Fig. 1: signal wires by layer
Scale bar: 100 um.
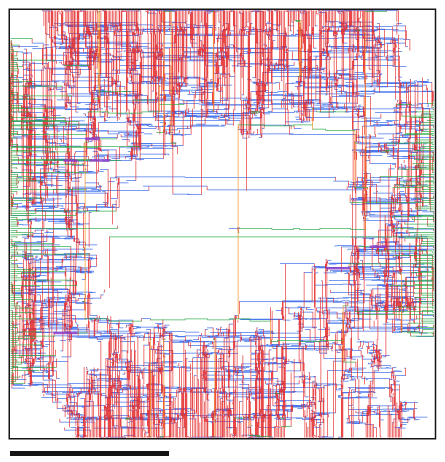
Fig. 2: cell outlines without signal wires
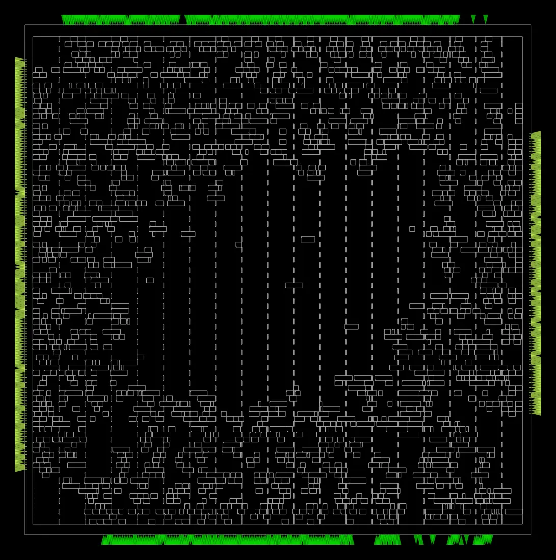
Fig. 3: clock wires, drivers and flops
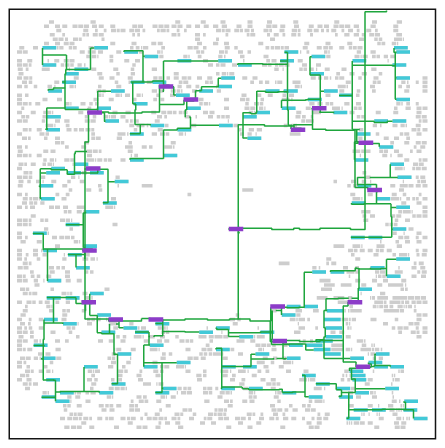
Fig. 4: port wiring
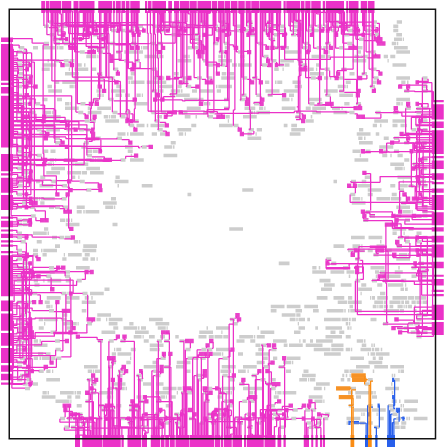
`config.mk`:
```
export PLATFORM = sky130hd
export DESIGN_NAME = avg_sched_flat
export DESIGN_NICKNAME = d
export VERILOG_FILES = /design/src/rtl/avg_sched_if.sv /design/src/rtl/avg_sched.sv /design/src/flat_wrapper.sv
export SDC_FILE = /design/constraint.sdc
export NUM_CORES = 1
export LEC_CHECK = 0
export CAP_MARGIN = 20
export CORE_AREA = 4 4 264 266
export CTS_CLUSTER_SIZE = 20
export DETAILED_ROUTE_END_ITERATION = 6
export DIE_AREA = 0 0 268 270
export HOLD_SLACK_MARGIN = 0.03
export PLACE_DENSITY_LB_ADDON = 0.1
export SLEW_MARGIN = 20
export SYNTH_ARGS = -nofsm -noshare
export SYNTH_HDL_FRONTEND = slang
export SYNTH_SLANG_ARGS = --single-unit
```
`constraint.sdc`:
```
create_clock -name clk -period 3.89 [get_ports clk]
set_clock_uncertainty 0.1 [all_clocks]
set_input_delay 0.389 -clock clk [delete_from_list [all_inputs] [get_ports clk]]
set_output_delay 0.389 -clock clk [all_outputs]
set_load 0.02 [all_outputs]
```
`src/rtl/avg_sched_if.sv`:
```
// Bundle of the requester and datapath signals around the averaging scheduler.
// The scheduler connects through the slave modport and its environment through master.
interface avg_sched_if #(
   parameter int NUM_REQ    = 4,
   parameter int NUM_INPUTS = 16,
   parameter int DWIDTH     = 8
);
   logic [NUM_REQ-1:0]                   i_en_mask;
   logic [NUM_REQ-1:0]                   i_req_valid;
   logic [NUM_REQ*NUM_INPUTS*DWIDTH-1:0] i_req_data;
   logic [NUM_REQ-1:0]                   o_req_ready;
   logic [NUM_INPUTS*DWIDTH-1:0]         o_dat_vector;
   logic                                 o_dat_valid;
   logic [DWIDTH-1:0]                    i_avg;
   logic                                 i_avg_valid;
   logic [DWIDTH-1:0]                    o_rsp_avg;
   logic [NUM_REQ-1:0]                   o_rsp_valid;
   logic                                 o_busy;
   logic                                 o_err;

   modport slave (
      input  i_en_mask, i_req_valid, i_req_data, i_avg, i_avg_valid,
      output o_req_ready, o_dat_vector, o_dat_valid, o_rsp_avg, o_rsp_valid,
             o_busy, o_err
   );

   modport master (
      output i_en_mask, i_req_valid, i_req_data, i_avg, i_avg_valid,
      input  o_req_ready, o_dat_vector, o_dat_valid, o_rsp_avg, o_rsp_valid,
             o_busy, o_err
   );
endinterface

```
`src/rtl/avg_sched.sv`:
```
// Round-robin scheduler sharing one averaging datapath among NUM_REQ requesters.
// An in-order tag FIFO remembers who issued each in-flight vector so results
// can be steered back to their owner; the FIFO depth doubles as the credit limit.
module avg_sched #(
   parameter int NUM_REQ    = 4,
   parameter int NUM_INPUTS = 16,
   parameter int DWIDTH     = 8,
   parameter int DEPTH      = 4
) (
   input logic         clk,
   input logic         rst_n,
   avg_sched_if.slave  bus
);
   localparam int VW   = NUM_INPUTS * DWIDTH;
   localparam int IDXW = (NUM_REQ > 1) ? $clog2(NUM_REQ) : 1;
   localparam int AW   = $clog2(DEPTH);
   localparam int CW   = AW + 1;

   logic [IDXW-1:0]    ptr_q, ptr_d;
   logic [CW-1:0]      cnt_q, cnt_d;
   logic [AW-1:0]      wr_q, rd_q;
   logic [IDXW-1:0]    tag_q [DEPTH];
   logic [VW-1:0]      dat_vec_q;
   logic               dat_vld_q;
   logic [DWIDTH-1:0]  rsp_avg_q;
   logic [NUM_REQ-1:0] rsp_vld_q, rsp_vld_d;
   logic               err_q;

   logic [NUM_REQ-1:0] elig, grant;
   logic               credit_ok, any_elig, push, pop, spurious;
   logic [IDXW-1:0]    gnt_idx, head;
   logic [IDXW:0]      scan;
   logic [VW-1:0]      sel_vec;

   assign elig      = bus.i_req_valid & bus.i_en_mask;
   // A result arriving this cycle frees a slot, so a full FIFO may still accept.
   assign credit_ok = (cnt_q < CW'(DEPTH)) || ((cnt_q == CW'(DEPTH)) && bus.i_avg_valid);
   assign any_elig  = |elig;
   assign head      = tag_q[rd_q];
   assign pop       = bus.i_avg_valid && (cnt_q != '0);
   assign spurious  = bus.i_avg_valid && (cnt_q == '0);

   // Round-robin pick: scan offsets high to low so the nearest eligible one above ptr wins.
   always_comb begin
      gnt_idx = '0;
      scan    = '0;
      for (int i = NUM_REQ - 1; i >= 0; i--) begin
         scan = {1'b0, ptr_q} + (IDXW+1)'(i);
         if (scan >= (IDXW+1)'(NUM_REQ)) scan = scan - (IDXW+1)'(NUM_REQ);
         if (elig[scan[IDXW-1:0]]) gnt_idx = scan[IDXW-1:0];
      end
   end

   // One-hot grant gated by credit.
   always_comb begin
      grant = '0;
      for (int r = 0; r < NUM_REQ; r++)
         grant[r] = credit_ok && any_elig && (gnt_idx == IDXW'(r));
   end

   assign push    = |grant;
   assign sel_vec = bus.i_req_data[gnt_idx*VW +: VW];

   // Next pointer, occupancy and response strobe.
   always_comb begin
      ptr_d = ptr_q;
      if (push) ptr_d = (gnt_idx == IDXW'(NUM_REQ - 1)) ? '0 : gnt_idx + IDXW'(1);
      cnt_d = cnt_q;
      case ({push, pop})
         2'b10:   cnt_d = cnt_q + CW'(1);
         2'b01:   cnt_d = cnt_q - CW'(1);
         default: cnt_d = cnt_q;
      endcase
      rsp_vld_d = '0;
      for (int r = 0; r < NUM_REQ; r++)
         rsp_vld_d[r] = pop && (head == IDXW'(r));
   end

   // Control and output registers; reset discards all in-flight tags.
   always_ff @(posedge clk or negedge rst_n) begin
      if (!rst_n) begin
         ptr_q     <= '0;
         cnt_q     <= '0;
         wr_q      <= '0;
         rd_q      <= '0;
         dat_vec_q <= '0;
         dat_vld_q <= 1'b0;
         rsp_avg_q <= '0;
         rsp_vld_q <= '0;
         err_q     <= 1'b0;
      end else begin
         ptr_q     <= ptr_d;
         cnt_q     <= cnt_d;
         dat_vld_q <= push;
         rsp_vld_q <= rsp_vld_d;
         if (push) begin
            dat_vec_q <= sel_vec;
            wr_q      <= wr_q + AW'(1);
         end
         if (pop) begin
            rsp_avg_q <= bus.i_avg;
            rd_q      <= rd_q + AW'(1);
         end
         if (spurious) err_q <= 1'b1;
      end
   end

   // Tag storage; at full with push+pop the head is read before the slot is reused.
   always_ff @(posedge clk) begin
      if (push) tag_q[wr_q] <= gnt_idx;
   end

   assign bus.o_req_ready  = rst_n ? grant : '0;
   assign bus.o_dat_vector = dat_vec_q;
   assign bus.o_dat_valid  = dat_vld_q;
   assign bus.o_rsp_avg    = rsp_avg_q;
   assign bus.o_rsp_valid  = rsp_vld_q;
   assign bus.o_busy       = (cnt_q != '0);
   assign bus.o_err        = err_q;
endmodule

```
`src/flat_wrapper.sv`:
```
// flat-port wrapper written by rule: the top's interface ports become plain ports
module avg_sched_flat 
#(
   parameter int NUM_REQ    = 4,
   parameter int NUM_INPUTS = 16,
   parameter int DWIDTH     = 8,
   parameter int DEPTH      = 4
)
  (clk, rst_n, bus_i_en_mask, bus_i_req_valid, bus_i_req_data, bus_i_avg, bus_i_avg_valid, bus_o_req_ready, bus_o_dat_vector, bus_o_dat_valid, bus_o_rsp_avg, bus_o_rsp_valid, bus_o_busy, bus_o_err);
  avg_sched_if #(.NUM_REQ(NUM_REQ), .NUM_INPUTS(NUM_INPUTS), .DWIDTH(DWIDTH)) bus_i ();
  input logic clk;
  input logic rst_n;
  input wire logic [$bits(bus_i.i_en_mask)-1:0] bus_i_en_mask;
  input wire logic [$bits(bus_i.i_req_valid)-1:0] bus_i_req_valid;
  input wire logic [$bits(bus_i.i_req_data)-1:0] bus_i_req_data;
  input wire logic [$bits(bus_i.i_avg)-1:0] bus_i_avg;
  input wire logic [$bits(bus_i.i_avg_valid)-1:0] bus_i_avg_valid;
  output wire logic [$bits(bus_i.o_req_ready)-1:0] bus_o_req_ready;
  output wire logic [$bits(bus_i.o_dat_vector)-1:0] bus_o_dat_vector;
  output wire logic [$bits(bus_i.o_dat_valid)-1:0] bus_o_dat_valid;
  output wire logic [$bits(bus_i.o_rsp_avg)-1:0] bus_o_rsp_avg;
  output wire logic [$bits(bus_i.o_rsp_valid)-1:0] bus_o_rsp_valid;
  output wire logic [$bits(bus_i.o_busy)-1:0] bus_o_busy;
  output wire logic [$bits(bus_i.o_err)-1:0] bus_o_err;
  assign bus_i.i_en_mask = bus_i_en_mask;
  assign bus_i.i_req_valid = bus_i_req_valid;
  assign bus_i.i_req_data = bus_i_req_data;
  assign bus_i.i_avg = bus_i_avg;
  assign bus_i.i_avg_valid = bus_i_avg_valid;
  assign bus_o_req_ready = bus_i.o_req_ready;
  assign bus_o_dat_vector = bus_i.o_dat_vector;
  assign bus_o_dat_valid = bus_i.o_dat_valid;
  assign bus_o_rsp_avg = bus_i.o_rsp_avg;
  assign bus_o_rsp_valid = bus_i.o_rsp_valid;
  assign bus_o_busy = bus_i.o_busy;
  assign bus_o_err = bus_i.o_err;
  avg_sched #(.NUM_REQ(NUM_REQ), .NUM_INPUTS(NUM_INPUTS), .DWIDTH(DWIDTH), .DEPTH(DEPTH)) u_core (.clk(clk), .rst_n(rst_n), .bus(bus_i));
endmodule
```
==> impl_metrics.tcl <==
# flow metrics
set metrics [dict create \
    critPathLaunch "u_core.ptr_q[1]$_DFFE_PN0P_" \
    path_cells "and3_1 -> o311ai_4 -> nand2_2 -> inv_1 -> ha_1 -> and3_1 -> clkdlybuf4s50_1" \
    first_iter_violations 413 \
    floorplan.die.height_um 270 \
    syn_to_final_growth_pct 83.9 \
    routed_via_density 4.33 \
    synthFlopType "dfrtp_1" \
    timing.slew.headroom 0.471 \
    place_inst 2477 \
    rsz0062_at_grt "no" \
    r2r_end "u_core.cnt_q[2]$_DFFE_PN0P_" \
    cp.buffers_inverters 2 \
    initCoreUtil 0.148 \
    end_kind "primary output" \
    chipArea_sq_um 72400 \
    switchingPower_uw 5220 \
    slew_viol_final 0 \
    clockBufferDepth 2 \
    top_area_frac 0.382 \
    tool_warnings 38 \
    ys_warn_count 0 \
    finalNonFillerCells 2515 \
    endpoint "bus_o_req_ready[3]" \
    totalPowerFinal_uw 11700 \
    worstPathMaxFanout 5 \
    cts_tree "done" \
    peakVddDrop_v 0.000537 \
    yosys-stat-cells 1017 \
    ant_nets 0 \
    power_leader "combinational cells" \
    yosysTopAreaCell "dfrtp_1" \
    synth_chip_area_sq_um 9900 \
    io_pins 678 \
    avgSynthCellArea_sq_um 9.74 \
    drc 0 \
    lay_top_cells "clkdlybuf4s50_1 (676), dfrtp_1 (151), inv_1 (138)" \
    tightest_slew_ns 0.794 \
    whs_ns 0.253 \
    cpPeakStageDelay_ns 0.62 \
    setup_tns_ns 0 \
    cellLeakagePower_uw 0.00698 \
    slowest_stage "clkdlybuf4s50_1" \
    drv_cap 0 \
    r2r_start "u_core.ptr_q[0]$_DFFE_PN0P_" \
    synth_flop_count 159 \
    nets 2162 \
    grt_pass1_vias 11736 \
    pg_seq_uw 2940 \
    cp.arrival_ns 2.91 \
    edf_count 8 \
    ys_seq_frac 0.406 \
    cp-start-kind "register" \
    critPathKind "register to primary output" \
    path_depth 7 \
    intPower_uw 6440 \
    grt_max_degree 130 \
    drive_gt1_frac 0.0727 \
    final_hold_viol_count 0 \
    pwr.group.combinational_uw 6950 \
    design_area_sq_um 18200 \
    fp_nets 1555 \
    root_buffer "clkbuf_16" \
    synth_cell_type_count 47 \
    hpwlAfterDp_mm 43.5 \
    port-buffer-count 677 \
    swShare 0.448 \
    setup_slack_ns 0.491 \
    reg2reg_depth 12 \
    clk_pin_slew_worst_paths_ns 0.08 \
    critPathRequiredTime_ns 3.40 \
    syn_inst 1017 \
    core_sq_um 67000 \
    netlist_area_sq_um 9900 \
    gp_congestion 0.765 \
    postPlaceCellArea_sq_um 17600 \
    antenna_found_initial 12 \
    h-tree-depth 4 \
    synth.most_common_cell "dfrtp_1" \
    p_per_area_nw_per_um2 640 \
    grt_overflow_total 0 \
    clock_sinks 159 \
    finalSetupViolations 0 \
    fin_crit_ns 3.40 \
    fin_crit_sh 0.874 \
    layout_top_cell "clkdlybuf4s50_1" \
    min_path_type "input port to asynchronous set/reset pin" \
    post_cts_buffers 0 \
    status "finished, final reports clean" \
    largest_register_ffs 128 \
    seq_power_share 0.252 \
    place_ws_ns 0.313 \
    grt_pass1_wl_mm 83.7 \
    common_cells "dfrtp_1 (151), inv_1 (138), a211oi_1 (128), o22ai_1 (128), a21boi_0 (124)" \
    cp_common_cell "and3_1" \
    hold_buffers 1 \
    regToRegSetupSlack_ns 0.78 \
]
Back to the opening pictures, Fig. 1:
- M4: orange (wire length 1120 um)
- M2: red (wire length 31.1 mm)
- M1: blue (wire length 22.3 mm)
- M3: green (wire length 4140 um)
- M5: purple (wire length 62.6 um)
Via Count: 10894
Routed WL per cell: 23.4 um
final wirelength: 58.7 mm
total track usage: 0.158

Back to the opening pictures, Fig. 2:
Rows: 95
final core occ: 0.272
sequential cells: 159

Back to the opening pictures, Fig. 3:
- clock-net drivers: purple (count 17)
- clock wires: green (length 3330 um)
- flip-flops: cyan (count 159)
- flops lie: spread over the die
- routed clock nets: 18
Clock power frac: 0.152
P_clk: 1770 uW
clk ins delay skew pair: 0.48 ns

Back to the opening pictures, Fig. 4:
- `bus_i_req_data`: magenta (direction input; edge 178 top, 132 left, 123 bottom, 79 right; end cells 384; buffers 512; wire 19200 um)
- `bus_i_avg`: blue (direction input; edge bottom; end cells 8; buffers 8; wire 185 um)
- `bus_o_rsp_valid`: orange (direction output; edge bottom; end cells 4; buffers 4; wire 137 um)

## routing by layer
layer,up-vias,global-route usage,part of all wire
met5,-,0,0.0011
met4,12,0.0454,0.019
met3,60,0.0510,0.071
met2,355,0.289,0.53
met1,5302,0.173,0.38
li1,5165,-,-
## area by class of cell
class / count / area (sq um)
Antenna cell: 5 / 12.5
Clock buffer: 17 / 425
Clock inverter: 15 / 163
Fill cell: 7177 / 48800
Inverter: 141 / 537
Multi-Input combinational cell: 603 / 4830
Sequential cell: 159 / 4020
Tap cell: 873 / 1090
Timing Repair Buffer: 702 / 7130
## kinds of logic after synthesis
kind of cell	synth area share
buffers and inverters	0.109
DFF	0.406
xor gates and xnor gates	0.00531
and+or+nand+nor	0.0299
adders and majority gates	0.00960
AOI/OAI and AO/OA	0.434
muxes	0.00682
Power is estimated from default activity; no workload was simulated.
